detail.png
Region (72, 14) to (102, 44) um. Cells in grey, sequential cells in the stronger grey; small squares are vias.
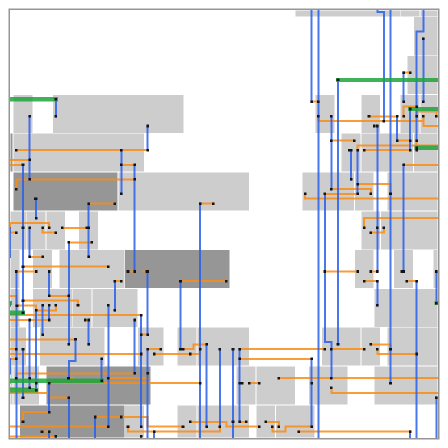
layer_met2.png
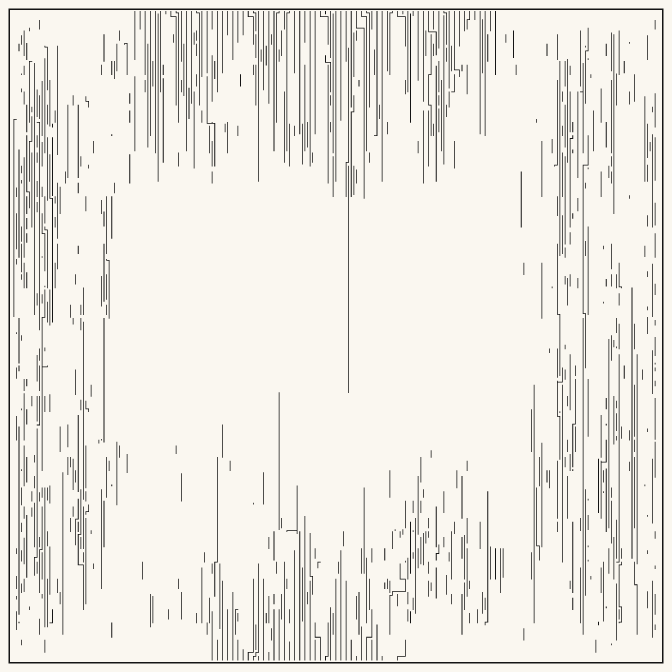
[src/rtl/mem_port_arbiter_pkg.sv]
// mem_port_arbiter_pkg
// Shared encodings for the unified-memory port arbiter: access sizes,
// transaction owner and arbiter FSM states.
package mem_port_arbiter_pkg;

    localparam logic [1:0] SIZE_BYTE    = 2'd0;
    localparam logic [1:0] SIZE_HALF    = 2'd1;
    localparam logic [1:0] SIZE_WORD    = 2'd2;
    localparam logic [1:0] SIZE_ILLEGAL = 2'd3;

    typedef enum logic {
        OWN_I = 1'b0,
        OWN_D = 1'b1
    } owner_e;

    typedef enum logic {
        ST_IDLE = 1'b0,
        ST_WAIT = 1'b1
    } state_e;

endpackage

[src/rtl/mem_port_arbiter_starve_counter.sv]
// arb_starve_counter
// Saturating up-counter tracking consecutive D-grants taken while the
// I-port was waiting. Clear has priority over increment.
// Ports:
//   clock, reset : clock, synchronous active-high reset
//   inc          : increment (saturates at LIMIT)
//   clr          : clear to zero
//   cnt          : current count
module arb_starve_counter #(
    parameter int LIMIT = 4,
    parameter int CNT_W = 3
) (
    input  logic             clock,
    input  logic             reset,
    input  logic             inc,
    input  logic             clr,
    output logic [CNT_W-1:0] cnt
);

    logic at_limit;

    assign at_limit = (cnt == CNT_W'(LIMIT));

    always_ff @(posedge clock) begin
        if (reset) begin
            cnt <= '0;
        end else if (clr) begin
            cnt <= '0;
        end else if (inc && !at_limit) begin
            cnt <= cnt + 1'b1;
        end
    end

endmodule

[src/rtl/mem_port_arbiter.sv]
// mem_port_arbiter
// Shares one single-ported, variable-latency memory between the fetch
// (I, read-only) and memory-stage (D, load/store) requesters. One
// transaction outstanding at a time. D has priority unless the I-port has
// been passed over STARVE_LIMIT times in a row while waiting.
//
// state   | meaning
// --------+-------------------------------------------------------------
// ST_IDLE | no transaction outstanding; winner's request driven to memory
// ST_WAIT | request accepted; waiting for mem_resp_valid for the owner
//
// Ports:
//   clock, reset                 : clock, synchronous active-high reset
//   i_req_* / i_resp_*           : fetch port request / response
//   d_req_* / d_resp_*           : data port request / response
//   mem_req_* / mem_resp_*       : shared memory request / response
//   err_spurious                 : sticky, unexpected response or size==3
module mem_port_arbiter
    import mem_port_arbiter_pkg::*;
#(
    parameter int ADDR_W       = 32,
    parameter int DATA_W       = 32,
    parameter int STARVE_LIMIT = 4
) (
    input  logic              clock,
    input  logic              reset,
    input  logic              i_req_valid,
    input  logic [ADDR_W-1:0] i_req_addr,
    output logic              i_req_ready,
    output logic              i_resp_valid,
    output logic [DATA_W-1:0] i_resp_data,
    input  logic              d_req_valid,
    input  logic              d_req_write,
    input  logic [1:0]        d_req_size,
    input  logic [ADDR_W-1:0] d_req_addr,
    input  logic [DATA_W-1:0] d_req_wdata,
    output logic              d_req_ready,
    output logic              d_resp_valid,
    output logic [DATA_W-1:0] d_resp_data,
    output logic              mem_req_valid,
    output logic              mem_req_write,
    output logic [1:0]        mem_req_size,
    output logic [ADDR_W-1:0] mem_req_addr,
    output logic [DATA_W-1:0] mem_req_wdata,
    input  logic              mem_req_ready,
    input  logic              mem_resp_valid,
    input  logic [DATA_W-1:0] mem_resp_data,
    output logic              err_spurious
);

    localparam int CNT_W = $clog2(STARVE_LIMIT + 1);

    state_e           state;
    owner_e           owner;
    logic             owner_store;
    logic [CNT_W-1:0] starve_cnt;
    logic             starve_full;
    logic             idle;
    logic             waiting;
    logic             d_wins;
    logic             accept;
    logic             resp_hit;

    // Gate with reset so every output reads 0 while reset is held.
    assign idle        = (state == ST_IDLE) && !reset;
    assign waiting     = (state == ST_WAIT) && !reset;
    assign starve_full = (starve_cnt == CNT_W'(STARVE_LIMIT));
    assign d_wins      = d_req_valid && !(starve_full && i_req_valid);

    always_comb begin
        mem_req_valid = 1'b0;
        mem_req_write = 1'b0;
        mem_req_size  = '0;
        mem_req_addr  = '0;
        mem_req_wdata = '0;
        i_req_ready   = 1'b0;
        d_req_ready   = 1'b0;
        if (idle && (i_req_valid || d_req_valid)) begin
            mem_req_valid = 1'b1;
            if (d_wins) begin
                mem_req_write = d_req_write;
                mem_req_size  = d_req_size;
                mem_req_addr  = d_req_addr;
                mem_req_wdata = d_req_wdata;
                d_req_ready   = mem_req_ready;
            end else begin
                mem_req_size  = SIZE_WORD;
                mem_req_addr  = i_req_addr;
                i_req_ready   = mem_req_ready;
            end
        end
    end

    assign accept = mem_req_valid && mem_req_ready;

    // Response routing: combinational from the memory, steered by owner.
    assign resp_hit     = waiting && mem_resp_valid;
    assign i_resp_valid = resp_hit && (owner == OWN_I);
    assign d_resp_valid = resp_hit && (owner == OWN_D);
    assign i_resp_data  = i_resp_valid ? mem_resp_data : '0;
    assign d_resp_data  = (d_resp_valid && !owner_store) ? mem_resp_data : '0;

    always_ff @(posedge clock) begin
        if (reset) begin
            state        <= ST_IDLE;
            owner        <= OWN_I;
            owner_store  <= 1'b0;
            err_spurious <= 1'b0;
        end else begin
            case (state)
                ST_IDLE: begin
                    if (mem_resp_valid) begin
                        err_spurious <= 1'b1;
                    end
                    if (accept) begin
                        state       <= ST_WAIT;
                        owner       <= d_wins ? OWN_D : OWN_I;
                        owner_store <= d_wins && d_req_write;
                        if (d_wins && (d_req_size == SIZE_ILLEGAL)) begin
                            err_spurious <= 1'b1;
                        end
                    end
                end
                ST_WAIT: begin
                    if (mem_resp_valid) begin
                        state <= ST_IDLE;
                    end
                end
                default: state <= ST_IDLE;
            endcase
        end
    end

    arb_starve_counter #(
        .LIMIT (STARVE_LIMIT),
        .CNT_W (CNT_W)
    ) u_starve (
        .clock (clock),
        .reset (reset),
        .inc   (accept && d_wins && i_req_valid),
        .clr   (accept && !d_wins),
        .cnt   (starve_cnt)
    );

endmodule

[config.mk]
export PLATFORM = sky130hd
export DESIGN_NAME = mem_port_arbiter
export DESIGN_NICKNAME = d
export VERILOG_FILES = /design/src/rtl/mem_port_arbiter_pkg.sv /design/src/rtl/mem_port_arbiter_starve_counter.sv /design/src/rtl/mem_port_arbiter.sv
export SDC_FILE = /design/constraint.sdc
export NUM_CORES = 1
export LEC_CHECK = 0
export ABC_AREA = 1
export CAP_MARGIN = 20
export CELL_PAD_IN_SITES_DETAIL_PLACEMENT = 0
export CELL_PAD_IN_SITES_GLOBAL_PLACEMENT = 1
export CORE_UTILIZATION = 13
export DETAILED_ROUTE_END_ITERATION = 16
export PLACE_DENSITY = 0.91
export SYNTH_ARGS = -nofsm -noshare
export SYNTH_HDL_FRONTEND = slang
export SYNTH_SLANG_ARGS = --single-unit
[constraint.sdc]
create_clock -name clock -period 3.8 [get_ports clock]
set_input_delay 0.95 -clock clock [delete_from_list [all_inputs] [get_ports clock]]
set_output_delay 0.95 -clock clock [all_outputs]
set_load 0.05 [all_outputs]
==> results.txt <==
Update from the flow run.

The run finished with clean final reports. Per the final report, max-transition violations number 0. The floorplan step set the die height to between 100 and 150 um. The area of the chip is between 10,000 and 15,000 um2. The timing report lists the critical path depth as 9 cells.

Summed over its instances, the top area cell type makes up between 30% and 40% of the synthesized netlist area. For reference, simple AND, OR, NAND and NOR cells occupy a little under three fifths of the area reported after synthesis. At the placement stage, the worst setup path has a slack of 181 ps. The global routing usage on met3 is under 10%. In the layout the commonest cells are sky130_fd_sc_hd__nor2_1, sky130_fd_sc_hd__buf_12, sky130_fd_sc_hd__clkdlybuf4s50_1. Per the post-synthesis report, the nets total 485. Before antenna repair, the detailed router went through 4 iterations. The final sequential cell count is 7. The number of hold-slack violations in the final timing report is 0.

STA shows the worst min-delay path finishing at err_spurious. The met2 usage is approximately a quarter. Per the layout area report, the register area comes to about 140 um2. STA lists the maximum fanout along the critical path as 67. Looking at the worst setup and hold paths, the clock pins of their registers show a slew of about 40 ps. The launch point of the critical path is i_req_valid. Summed over all instances, the cell type with the most area after synthesis is sky130_fd_sc_hd__nor2_1. The kind of start point of the critical path is an input port. The clock passes through at most 2 buffers.

In the synthesis report, Yosys lists the chip area as around 1700 um2. The count of inserted antenna diode cells is 0. The end point of the critical path is mem_req_addr[0]. The number of buffers and inverters on the critical path is 5. The class of the worst hold path is reg -> reg.

The worst endpoint required time is 2850 ps. Note, the detailed placer reported a final HPWL of between 8000 and 9000 um. Gates resized during post-CTS repair numbered 0. The global-route usage over all layers is about an eighth. Per the CTS log, the maximum H-tree level is 1. TritonCTS created 3 clock buffers.

Sequential cells were found to cover between 8 and 9% of the synthesized design area. The worst register-to-register path ends at u_starve.cnt[2]. Counting only logic cells after layout, the most numerous master is sky130_fd_sc_hd__nor2_1.

The number of vias in the routed layout is 3,022. In this run the maximum-capacitance check reported violations numbering 0. The cell count in the Yosys report is 346.

On the critical path the largest part of the delay comes from buffers and inverters. From synthesis to final layout, the design area changed by 250%. TritonCTS reports the number of clock sinks as 7. The cell area power density is 154 nW/um2. The leftover overflow at the end of global routing is 0. The flip-flop and latch count after synthesis is 7. The last timing report of the flow puts the setup violation total at 0. The detailed router put a total of around 3200 um of wire on met1.

The combinational fraction of the cell area is roughly a fifth. TritonCTS built the clock tree. The largest stage delay on the critical path is 600 ps. For flop-to-flop paths, the worst setup slack is around 2200 ps. Counting the fill cells in the layout gives between 1,000 and 1,500.

The number of enable flip-flop cells is 0. For reference, XOR and XNOR gates occupy less than 1% of the area reported after synthesis. Per the final report, the share of cell area in non-clock buffers is a little over two thirds.

The proportion of register bits with asynchronous set or reset after synthesis is 0%. The core region is approximately 13,000 um2. The post-route clock skew is roughly 0.9 ps.

The cell count after synthesis came out at approximately 350. The inserted tap cell count is about 170. Adding up every negative setup slack in the final design gives 0 ps. The total detailed-routing wirelength is 9350 um. The top routing layer in use is met4. The final antenna-violating net count is 0.

The wire length on met3 is roughly 1100 um. The average vias per placed instance is 3.88. The number of stages on the worst hold path is 2. The met1 track demand over resource is roughly an eighth. In the finished layout, the clock tree contains a buffer count of 4.

The slowest stage of the critical path belongs to the cell sky130_fd_sc_hd__clkdlybuf4s50_1. The worst-case headroom to the max-slew limit is ~66%. Per the hold report, the tightest min-delay path originates at err_spurious. According to the cell report, the number of logic gates is approximately 270. Data arrives at the worst endpoint at ~2700 ps. The power after layout is roughly 0.9 mW.

The maximum vdd ir drop is approximately 0.00015 V. The I/O pin total is approximately 270. The clock reaches the later pin of the worst-skew pair after between 200 and 250 ps.

The adder-cell area share of the yosys netlist is under 10%. The non-clock inverter total of the final layout is around 48. The placement summary gives the final routability congestion estimate as 0.763.
## Picture notes: detail.png
green -> metal 3
blue -> metal 2
orange -> metal 1
cells with their middle in the window = 47
netlist names of flops here include = u_starve.cnt (2)
most frequent = nor2_1 (10), inv_1 (8)
sequential cells in the window = 4

## Picture notes: layer_met2.png
share of all routed wire = 52%
nets with wire on the layer = 594

## cell usage after synthesis, types with 2 or more instances
| cell type | number |
|---|---|
| sky130_fd_sc_hd__nor2_1 | 156 |
| sky130_fd_sc_hd__nand3_1 | 3 |
| sky130_fd_sc_hd__nand2_1 | 42 |
| sky130_fd_sc_hd__buf_2 | 12 |
| sky130_fd_sc_hd__a21oi_1 | 3 |
| sky130_fd_sc_hd__buf_6 | 5 |
| sky130_fd_sc_hd__inv_1 | 43 |
| sky130_fd_sc_hd__o21ai_0 | 35 |
| sky130_fd_sc_hd__nor2_2 | 14 |
| sky130_fd_sc_hd__buf_12 | 4 |
| sky130_fd_sc_hd__ha_1 | 2 |
| sky130_fd_sc_hd__buf_4 | 2 |
| sky130_fd_sc_hd__nor3_2 | 2 |
| sky130_fd_sc_hd__inv_2 | 4 |
| sky130_fd_sc_hd__dfxtp_1 | 7 |
| sky130_fd_sc_hd__nand2_2 | 5 |
| sky130_fd_sc_hd__nand3_2 | 2 |
## where the power goes
group	internal, mW	switching (mW)
clock	0.139	0.0366
combinational	0.333	0.326
sequential	0.0780	0.00245
## worst register-to-register path, delay by kind of cell (launching register included)
kind | cells | cell delay (ps)
AND-OR/OR-AND | 1 | 110
adder cells (fa/ha/maj) | 1 | 210
buffers and inverters | 4 | 420
flip-flops | 1 | 370
AND/OR/NAND/NOR | 4 | 450
## flip-flops by register name (all words and copies together) (netlist names)
name	cells
owner_store	1
u_starve.cnt	3
err_spurious	1
state	1
owner	1
## per-stage QoR
stage	utilization, %	area, um2	hold WS (ps)	std cells
after floorplan	-	1700	471	346
after global placement	46.4	5880	444	775
after detailed placement	46.4	5880	447	775
after CTS	47.0	5960	454	779
after global routing	47.0	5960	532	779
final	47.0	5960	453	779
Power figures rest on the tool's default switching activity, not on a simulated workload.
